Sequential cells grouped by signal name:
Other sequential cells in the stronger gray, the rest of the logic in the fainter gray.
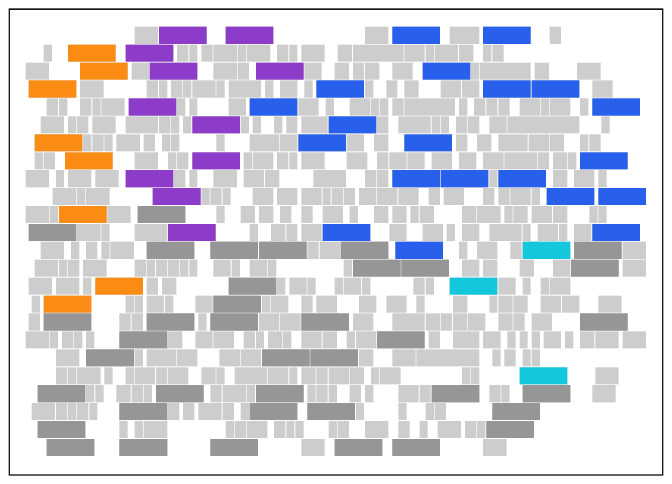
Routing congestion map:
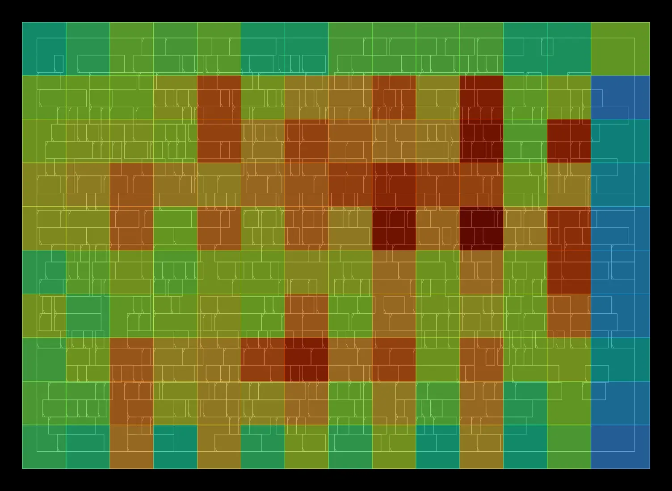
Met4 routing:
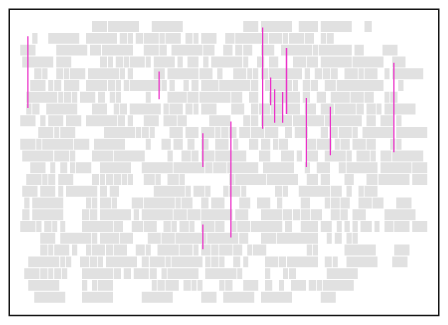
I/O pins on the die edge:
Pins as bars across the die edge, other pins in gray.
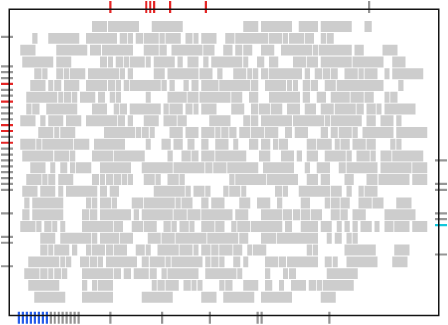
Routed clock nets over the placement:
The bar under the picture is 20 µm long.
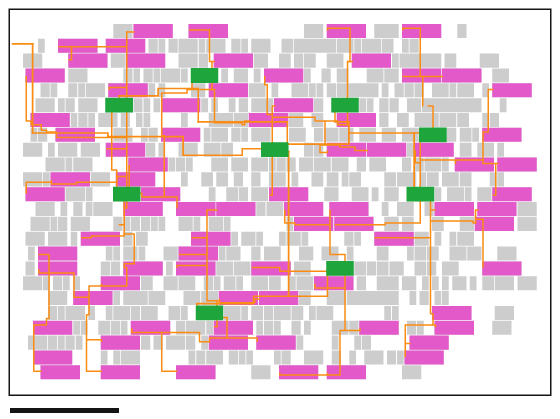
==> config.mk <==
export PLATFORM = sky130hd
export DESIGN_NAME = tx_frame_loader_flat
export DESIGN_NICKNAME = d
export VERILOG_FILES = /design/src/rtl/tx_loader_pkg.sv /design/src/rtl/tx_frame_loader_if.sv /design/src/rtl/tx_gap_timer.sv /design/src/rtl/tx_frame_loader.sv /design/src/flat_wrapper.sv
export SDC_FILE = /design/constraint.sdc
export NUM_CORES = 1
export LEC_CHECK = 0
export CAP_MARGIN = 20
export CORE_ASPECT_RATIO = 0.7
export CORE_MARGIN = 2
export CORE_UTILIZATION = 59
export CTS_BUF_LIST = sky130_fd_sc_hd__clkbuf_8
export CTS_CLUSTER_SIZE = 30
export DETAILED_ROUTE_END_ITERATION = 8
export PLACE_DENSITY = 0.83
export SYNTH_ARGS = -nofsm -noshare
export SYNTH_HDL_FRONTEND = slang
export SYNTH_SLANG_ARGS = --single-unit
==> constraint.sdc <==
create_clock -name wclk -period 3.5 [get_ports wclk]
set_input_delay 0.7 -clock wclk [delete_from_list [all_inputs] [get_ports wclk]]
set_output_delay 0.7 -clock wclk [all_outputs]
set_load 0.01 [all_outputs]
==> reports/results.ini <==
[finish]
seq_cell_count=80
comb_area_mm2=0.00198
logic_gates=340
area.share.combinational_pct=45.4
final_nets=514
layout_top_cell=sky130_fd_sc_hd__nand2_1
final_cell_count_no_fill=566
largest_register_ffs=20

[sta]
fin_crit_ps=2710
fmax_mhz=369
setup_viol_count_final=0
rsz_0062_raised_after_global_routing=false
finalClockPeriodUsage_pct=77.4

[floorplan]
core_area_mm2=0.00616
tap-cell-count=78
fp_util_pct=60.5

[pwr]
cellPowerDensity_mw_per_mm2=385
power_switching_share_pct=24.2
combinationalPowerShare_pct=4.7

[synth]
ys_dominant_reg_cell=sky130_fd_sc_hd__dfxtp_1
synthCells=452
synthDistinctLibCells=57
edf_count=0
post_synth_xor_area_fraction_pct=5.17
yosys.area.top_type=sky130_fd_sc_hd__dfxtp_1
ys_sh_adder_pct=1.01
synthTopLogicFamily=simple AND/OR/NAND/NOR gates
netlist_top_cells_area=sky130_fd_sc_hd__dfxtp_1, sky130_fd_sc_hd__nand2_1, sky130_fd_sc_hd__a21oi_1
post_synthesis_cell_type_with_the_largest_instance_count=sky130_fd_sc_hd__nand2_1
synth.yosys.seq_area_share_pct=43.0

[placement]
dpl_cell_area_mm2=0.00417

[critical_path]
critPathLaunchType=flip-flop
worst_path_dominant_cell_family=AND-OR/OR-AND gates
crit_slowest_cell=sky130_fd_sc_hd__a311o_1

[run_status]
status=complete, no violations

[cts]
htreeDepth=3
cts_hold_buffers=0

[flow_run]
max_cap_violations=0

[global_routing]
global_route.overflow_total=0
grt.met3_usage_pct=9.11

[detailed_routing]
routed.top_layer=met4
antenna_violating_nets_post_route=0

Back to the opening pictures, 'sequential cells grouped by signal name':
color	signal	sequential cells
orange	u_core.bus.tx_buf_wdata	8
purple	u_core.bus.tx_data_len	11
cyan	u_core.state_q	3
blue	u_core.u_gap.cnt_q	20
not colored	38
sequential cell area in the final layout: 0.00160 mm²
sequential-cell power consumption: 0.000921 W
sequential share of cell area: 36.7%
post-layout util: 70.9%

Back to the opening pictures, 'routing congestion map':
global-route usage over all layers: 26.4%
average wire per cell in the routed design: 15.6 µm
GRT busiest layer: met2

Back to the opening pictures, 'met4 routing':
share of all routed wire	1.9%
longest straight run	26.5 µm
via count: 3393
total wire length after detailed routing: 8830 µm

Back to the opening pictures, 'I/O pins on the die edge':
color	port	pins	direction	edge
cyan	bus_s_ready	1	output	right
red	bus_tx_data_len	11	output	6 top, 5 left
blue	bus_dst_addr	8	input	bottom
die y size: 70.5 µm
DIE WIDTH: 99.0 µm
count of input and output buffers: 46

Back to the opening pictures, 'routed clock nets over the placement':
[green] clock-net drivers | count: 9
[magenta] flip-flops | count: 80
[orange] clock wires | length: 966 µm
flops lie	spread over the die
portion of total power attributed to the clock network: 40.6%
Clock Skews: 7.88 ps
source-to-sink clock delay at the later pin of the worst-skew pair: 360 ps
clock distribution power: 0.000683 W

Power and IR drop assume default switching activity.
